$ cat config.mk
export PLATFORM = sky130hd
export DESIGN_NAME = lvds_tx_framer
export DESIGN_NICKNAME = d
export VERILOG_FILES = /design/src/rtl/lvds_tx_pkg.sv /design/src/rtl/lvds_tx_fifo.sv /design/src/rtl/lvds_tx_framer.sv
export SDC_FILE = /design/constraint.sdc
export NUM_CORES = 1
export LEC_CHECK = 0
export CAP_MARGIN = 5
export CELL_PAD_IN_SITES_DETAIL_PLACEMENT = 1
export CELL_PAD_IN_SITES_GLOBAL_PLACEMENT = 2
export CORE_UTILIZATION = 47
export DETAILED_ROUTE_END_ITERATION = 10
export MAX_ROUTING_LAYER = met4
export PLACE_DENSITY_LB_ADDON = 0.08
export SYNTH_ARGS = -nofsm -noshare
export SYNTH_HDL_FRONTEND = slang
export SYNTH_SLANG_ARGS = --single-unit
export TNS_END_PERCENT = 50
$ cat constraint.sdc
create_clock -name clk -period 10.9 [get_ports clk]
set_clock_uncertainty 0.1 [all_clocks]
set_input_delay 3.27 -clock clk [delete_from_list [all_inputs] [get_ports clk]]
set_output_delay 3.27 -clock clk [all_outputs]
set_load 0.01 [all_outputs]
$ cat src/rtl/lvds_tx_pkg.sv
// Shared types and constants for the LVDS (FPD-Link) transmit framer:
// lane-word geometry, clock-lane pattern, mapping modes and the pixel-to-lane mapper.
package lvds_tx_pkg;

    localparam int WORD_W    = 7;
    localparam int MAX_LANES = 4;

    localparam logic [WORD_W-1:0] CLK_PATTERN = 7'b1100011;

    typedef enum logic {
        MAP_JEIDA = 1'b0,
        MAP_VESA  = 1'b1
    } map_mode_t;

    typedef struct packed {
        logic [7:0] r;
        logic [7:0] g;
        logic [7:0] b;
        logic       hs;
        logic       vs;
        logic       de;
        logic       ctrl;
    } pixel_t;

    typedef logic [MAX_LANES-1:0][WORD_W-1:0] lane_words_t;

    // Word bit 6 is serialised first. The 3-lane (18-bit) layout, VESA order on
    // colour[7:2], is bit-identical to JEIDA lanes 0..2, so 3-lane callers pass MAP_JEIDA.
    function automatic lane_words_t map_pixel(input pixel_t p, input map_mode_t mode);
        lane_words_t w;
        if (mode == MAP_VESA) begin
            w[0] = {p.g[0], p.r[5:0]};
            w[1] = {p.b[1:0], p.g[5:1]};
            w[2] = {p.de, p.vs, p.hs, p.b[5:2]};
            w[3] = {p.ctrl, p.b[7:6], p.g[7:6], p.r[7:6]};
        end else begin
            w[0] = {p.g[2], p.r[7:2]};
            w[1] = {p.b[3:2], p.g[7:3]};
            w[2] = {p.de, p.vs, p.hs, p.b[7:4]};
            w[3] = {p.ctrl, p.b[1:0], p.g[1:0], p.r[1:0]};
        end
        return w;
    endfunction

endpackage

$ cat src/rtl/lvds_tx_fifo.sv
// Synchronous pixel FIFO for the LVDS framer; ready is registered and already
// reflects this cycle's push/pop so it never overstates free space.
module lvds_tx_fifo #(
    parameter int WIDTH = 28,
    parameter int DEPTH = 4
) (
    input  logic             clk,
    input  logic             reset,
    input  logic             push,
    input  logic [WIDTH-1:0] wdata,
    input  logic             pop,
    output logic [WIDTH-1:0] rdata,
    output logic             empty,
    output logic             ready
);
    localparam int AW = $clog2(DEPTH);
    localparam int PW = AW + 1;

    logic [WIDTH-1:0] mem [DEPTH];
    logic [PW-1:0]    wr_ptr, rd_ptr, wr_next, rd_next;
    logic             full, full_next, do_push, do_pop;

    assign do_push   = push && !full;
    assign do_pop    = pop && !empty;
    assign wr_next   = wr_ptr + PW'(do_push);
    assign rd_next   = rd_ptr + PW'(do_pop);
    assign empty     = (wr_ptr == rd_ptr);
    assign full      = (wr_ptr == {~rd_ptr[AW], rd_ptr[AW-1:0]});
    assign full_next = (wr_next == {~rd_next[AW], rd_next[AW-1:0]});
    assign rdata     = mem[rd_ptr[AW-1:0]];

    always_ff @(posedge clk or negedge reset) begin
        if (!reset) begin
            wr_ptr <= '0;
            rd_ptr <= '0;
            ready  <= 1'b0;
        end else begin
            wr_ptr <= wr_next;
            rd_ptr <= rd_next;
            ready  <= !full_next;
        end
    end

    // NOTE: storage is deliberately not reset; the pointers alone say which entries are valid.
    always_ff @(posedge clk) begin
        if (do_push) begin
            mem[wr_ptr[AW-1:0]] <= wdata;
        end
    end

endmodule

$ cat src/rtl/lvds_tx_framer.sv
// LVDS (FPD-Link) transmit framer in the 7x bit-clock domain, 3 or 4 data lanes.
// Optional colour-bar generator behind macro LVDS_TX_TEST_PATTERN_EN (adds test_en).
module lvds_tx_framer
    import lvds_tx_pkg::*;
#(
    parameter int NUM_LANES  = 4,
    parameter int FIFO_DEPTH = 4,
    parameter int UFLOW_W    = 16
`ifdef LVDS_TX_TEST_PATTERN_EN
    ,
    parameter int H_ACTIVE   = 1024,
    parameter int BAR_W      = 128
`endif
) (
    input  logic                 clk,
    input  logic                 reset,
    input  logic                 en,
    input  logic                 map_vesa,
`ifdef LVDS_TX_TEST_PATTERN_EN
    input  logic                 test_en,
`endif
    input  logic                 in_valid,
    output logic                 in_ready,
    input  logic [7:0]           r,
    input  logic [7:0]           g,
    input  logic [7:0]           b,
    input  logic                 hsync,
    input  logic                 vsync,
    input  logic                 de,
    input  logic                 ctrl,
    output logic [NUM_LANES-1:0] tx_data,
    output logic                 tx_clk,
    output logic [UFLOW_W-1:0]   underflow_cnt
);
    if (NUM_LANES != 3 && NUM_LANES != 4) begin : g_bad_lanes
        $error("lvds_tx_framer: NUM_LANES must be 3 or 4");
    end
    if (FIFO_DEPTH < 2 || (FIFO_DEPTH & (FIFO_DEPTH - 1)) != 0) begin : g_bad_depth
        $error("lvds_tx_framer: FIFO_DEPTH must be a power of 2 and >= 2");
    end

    localparam logic [2:0] LAST_PHASE = 3'd6;

    logic [2:0]                       phase;
    logic                             load, pop, count_uflow, fifo_empty, held_hs, held_vs;
    pixel_t                           in_pix, head, frame_pix;
    map_mode_t                        active_mode, frame_mode;
    lane_words_t                      words, load_words;
    logic [WORD_W-1:0]                load_clk, clk_sh;
    logic [NUM_LANES-1:0][WORD_W-1:0] sh;

    assign load   = (phase == LAST_PHASE);
    assign in_pix = '{r: r, g: g, b: b, hs: hsync, vs: vsync, de: de, ctrl: ctrl};

    lvds_tx_fifo #(.WIDTH($bits(pixel_t)), .DEPTH(FIFO_DEPTH)) u_fifo (
        .clk   (clk),
        .reset (reset),
        .push  (in_valid && in_ready),
        .wdata (in_pix),
        .pop   (pop),
        .rdata (head),
        .empty (fifo_empty),
        .ready (in_ready)
    );

`ifdef LVDS_TX_TEST_PATTERN_EN
    localparam int X_W = (H_ACTIVE > 1) ? $clog2(H_ACTIVE) : 1;

    logic [X_W-1:0] bar_x;
    logic [2:0]     bar;
    pixel_t         pattern_pix;

    assign bar = 3'((int'(bar_x) / BAR_W) % 8);

    // Bars white..black: each component is on exactly when its bar-index bit is clear.
    always_comb begin
        pattern_pix    = '0;
        pattern_pix.r  = {8{~bar[1]}};
        pattern_pix.g  = {8{~bar[2]}};
        pattern_pix.b  = {8{~bar[0]}};
        pattern_pix.hs = held_hs;
        pattern_pix.vs = held_vs;
        pattern_pix.de = 1'b1;
    end

    always_ff @(posedge clk or negedge reset) begin
        if (!reset) begin
            bar_x <= '0;
        end else if (load && en && test_en) begin
            bar_x <= (bar_x == X_W'(H_ACTIVE - 1)) ? '0 : bar_x + X_W'(1);
        end
    end
`endif

    // NOTE: every always_comb output gets a default first, so no path can infer a latch.
    always_comb begin
        pop          = 1'b0;
        count_uflow  = 1'b0;
        frame_pix    = '0;
        frame_pix.hs = held_hs;
        frame_pix.vs = held_vs;
        frame_mode   = active_mode;
        if (load && en) begin
`ifdef LVDS_TX_TEST_PATTERN_EN
            if (test_en) begin
                frame_pix = pattern_pix;
            end else
`endif
            if (!fifo_empty) begin
                pop        = 1'b1;
                frame_pix  = head;
                frame_mode = (NUM_LANES == 4 && map_vesa) ? MAP_VESA : MAP_JEIDA;
            end else begin
                count_uflow = 1'b1;
            end
        end
        words      = map_pixel(frame_pix, frame_mode);
        load_words = en ? words : '0;
        load_clk   = en ? CLK_PATTERN : '0;
    end

    // The load cycle drives b6 directly so a word loaded at cycle t shows in t+1..t+7.
    always_ff @(posedge clk or negedge reset) begin
        if (!reset) begin
            phase         <= LAST_PHASE;
            tx_data       <= '0;
            tx_clk        <= 1'b0;
            sh            <= '0;
            clk_sh        <= '0;
            held_hs       <= 1'b0;
            held_vs       <= 1'b0;
            active_mode   <= MAP_JEIDA;
            underflow_cnt <= '0;
        end else begin
            phase <= load ? 3'd0 : phase + 3'd1;
            if (load) begin
                for (int l = 0; l < NUM_LANES; l++) begin
                    tx_data[l] <= load_words[l][WORD_W-1];
                    sh[l]      <= {load_words[l][WORD_W-2:0], 1'b0};
                end
                tx_clk <= load_clk[WORD_W-1];
                clk_sh <= {load_clk[WORD_W-2:0], 1'b0};
            end else begin
                for (int l = 0; l < NUM_LANES; l++) begin
                    tx_data[l] <= sh[l][WORD_W-1];
                    sh[l]      <= {sh[l][WORD_W-2:0], 1'b0};
                end
                tx_clk <= clk_sh[WORD_W-1];
                clk_sh <= {clk_sh[WORD_W-2:0], 1'b0};
            end
            if (pop) begin
                held_hs     <= head.hs;
                held_vs     <= head.vs;
                active_mode <= frame_mode;
            end
            if (count_uflow && underflow_cnt != '1) begin
                underflow_cnt <= underflow_cnt + UFLOW_W'(1);
            end
        end
    end

endmodule
Wires at chosen ports, followed through buffers:
The bar under the picture is 20 um long.
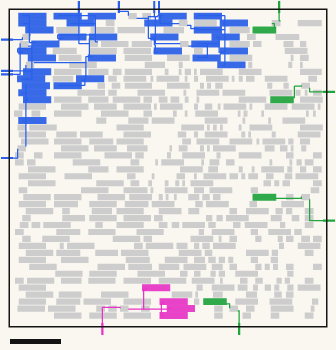
g -> blue  # bits 8, direction input, edge 4 top, 4 left, end cells 32, buffers 8, wire 391 um
tx_data -> green  # bits 4, direction output, edge 2 right, 1 top, 1 bottom, end cells 4, buffers 4, wire 56.8 um
de -> magenta  # bits 1, direction input, edge bottom, end cells 4, buffers 1, wire 47.6 um

PDN straps and rails:
The bar under the picture is 20 um long. Pins as bars on the die edge. Tap cells in gray.
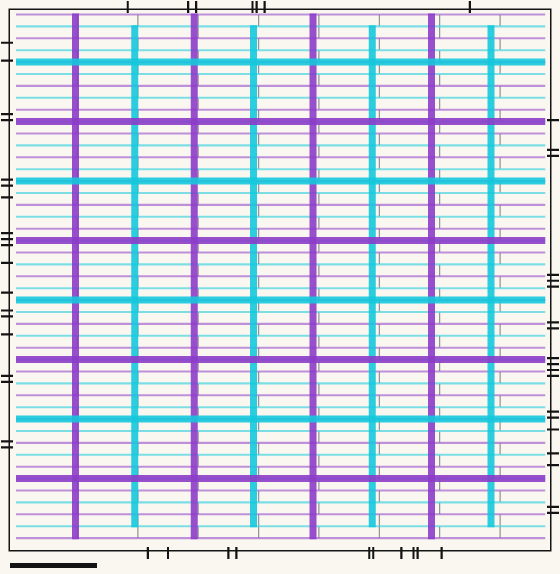
VSS -> purple
VDD -> cyan
tap cells = 184
signal pins = 55
rows = 44

==> notes.md <==
Flow results follow.

The met2 layer wire length in the routed design is 6.83 mm. The total routing resource utilization after global routing is 0.202. In this run the horizontal extent of the chip is 123 um. The worst setup path is launched from an input pin. Entering global routing, the biggest net connects 64 pins.

The logic depth of the worst register-to-register path is 10. The flop and latch count out of synthesis is 175. No sink is reached through more buffers than the 2 on the longest clock path. The die boundary height is 123 um. The number of violations reported at the end of detailed-routing iteration 0 is 148. The CTS log lists the clock sinks for this run as 175. The number of H-tree levels is 4. The post-route report lists met1 wire length as 5.98 mm. The largest total area in the synthesized netlist belongs to edfxtp_1. The worst hold path cell count is 1. In this run the worst setup path terminates at u_fifo.ready. The commonest cells after synthesis are edfxtp_1, dfrtp_1, nand2_1, mux2i_1, o21ai_0.

Routability-driven placement finished with a final weighted congestion of 0.742. The floorplan step records an initial core utilization of 0.479. By area the synthesized netlist is led by edfxtp_1, dfrtp_1, mux4_2.

TritonCTS built the clock tree. The setup TNS is 0 ns. The DRC violation count after routing is 0. The number of antenna violations at the first check in global routing is 0. Detailed routing placed a total of 476 um of wire on met3. The I/O pin count is 55.

The total routed wirelength is 13.5 mm. In this run, CTS created clock tree buffers numbering 17. Counting distinct cell types in the post-synthesis netlist gives 39. The number of failing hold endpoints at the final stage is 0.

By startpoint and endpoint, the worst setup path is classified as in -> reg. The total setup violations reported at the end of the flow is 0. Per the synth stats, the flop cell with the highest instance count is edfxtp_1. For this run, the chip area from Yosys synthesis comes to 6930 um^2. The power report puts the leakage power at 0.00320 uW. The number of nets with antenna violations after detailed routing is 0.

For reference, the final report shows the max-slew violation count at 0. The worst reg2reg path endpoint is u_fifo.ready. The number of nets in the synthesized netlist is 430.

The number of warnings the tools reported is 26. The number of antenna cells inserted is 0. The via count of the first global-routing pass came to 3889. The most frequently used library cell after synthesis is edfxtp_1.

Dividing the detail-routed wire length by the instance count gives 20.6 um. STA classifies the critical path endpoint as a flop. Per the slew report, the remaining headroom to the max-slew limit stands at 0.248.

Counting I/O delays and the setup requirement, the final critical path takes 5.61 ns. Once layout is done, the placed cells without fillers occupy 8290 um^2. The final layout contains 494 nets. The number of warning messages in the yosys log is 0. The die covers 15200 um^2. The setup check on the worst reg-to-reg path leaves a slack of 7.41 ns. The run finished with clean final reports.

In this run the clock root is driven by a clkbuf_16. The origin of the worst setup path is en. The number of instances resized during post-cts repair is 0.

For this run, the top clock speed supported by timing is 0.178 GHz. The worst hold path class is reg -> reg. The transition at the pin with the smallest max-transition slack is 1.13 ns. The first-pass detailed-route iteration total is 4. Hold analysis lists the worst path endpoint as clk_sh[5]. After clock tree synthesis, the setup repair step added 0 buffers. The global-route wire length before repair is 21.2 mm. In the Yosys report the total cell count is 392. Setup repair after global routing left no endpoint under its margin. Per the detail_route report, vias per standard cell equal 5.52.

The power density relative to cell area is 250 nW/um^2. In this run the VDD rail shows a maximum IR drop of 0.000130 V. The post-synthesis cell count is 392.
Placement view:
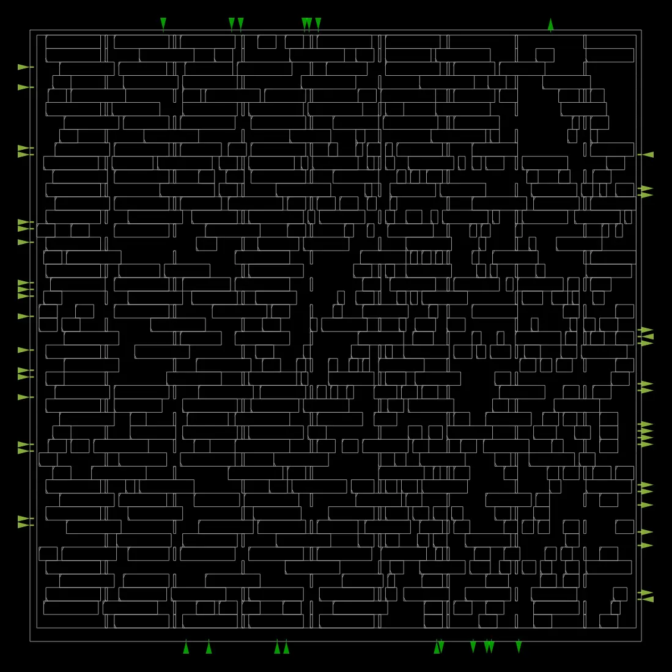
Layout Cells excl Fill: 653
number of core rows: 44

-- cells by family after synthesis --
logic type	share of synthesized area
and+or+nand+nor	0.0534
muxes	0.146
xor gates and xnor gates	0.0278
DFF	0.713
AOI/OAI and AO/OA	0.0352
adders and majority gates	0.00903
buffers and inverters	0.0152
-- final cells by class --
cell class	count	area, um^2
Fill cell	1305	6190
Sequential cell	175	4940
Multi-Input combinational cell	198	1890
Timing Repair Buffer	62	596
Clock buffer	17	425
Tap cell	184	230
Clock inverter	15	198
Inverter	2	7.51
-- registers in the layout, summed over array words and instances, names as in the netlist, 3 cells and up --
signal,flops
u_fifo.wr_ptr,3
phase,3
sh,24
clk_sh,6
tx_data,4
underflow_cnt,16
u_fifo.rd_ptr,3
u_fifo.mem,112
-- stage by stage --
stage / std cells / hold slack [ns] / total power, uW / setup slack, ns / utilization
floorplan: 392 / 0.323 / 1270 / 4.62 / -
global placement: 621 / 0.334 / 1450 / 4.92 / 0.530
detailed placement: 621 / 0.337 / 1460 / 4.81 / 0.530
CTS: 653 / 0.353 / 2110 / 5.25 / 0.573
global route: 653 / 0.376 / 2180 / 5.06 / 0.573
finish: 653 / 0.349 / 2080 / 5.29 / 0.573
-- routing by layer --
metal / global-route usage / up-vias
met5: - / -
met4: 0.0881 / 0
met3: 0.0429 / 17
met2: 0.325 / 80
met1: 0.248 / 1861
li1: - / 1646
-- where the power goes --
group,internal (uW),leakage [uW],total [uW],switching (uW)
Combinational,225,0.00106,507,282
Sequential,878,0.00184,931,52.1
Clock,370,0.000305,640,270
-- worst max-delay path, stage by stage --
cell	delay (ns)
clkdlybuf4s50_1	0.50
nand4b_4	0.18
inv_1	0.11
nand2_1	0.42
inv_2	0.27
ha_1	0.18
ha_1	0.17
xor2_1	0.22
xnor2_1	0.09
or3_1	0.39
Power figures rest on the tool's default switching activity, not on a simulated workload.
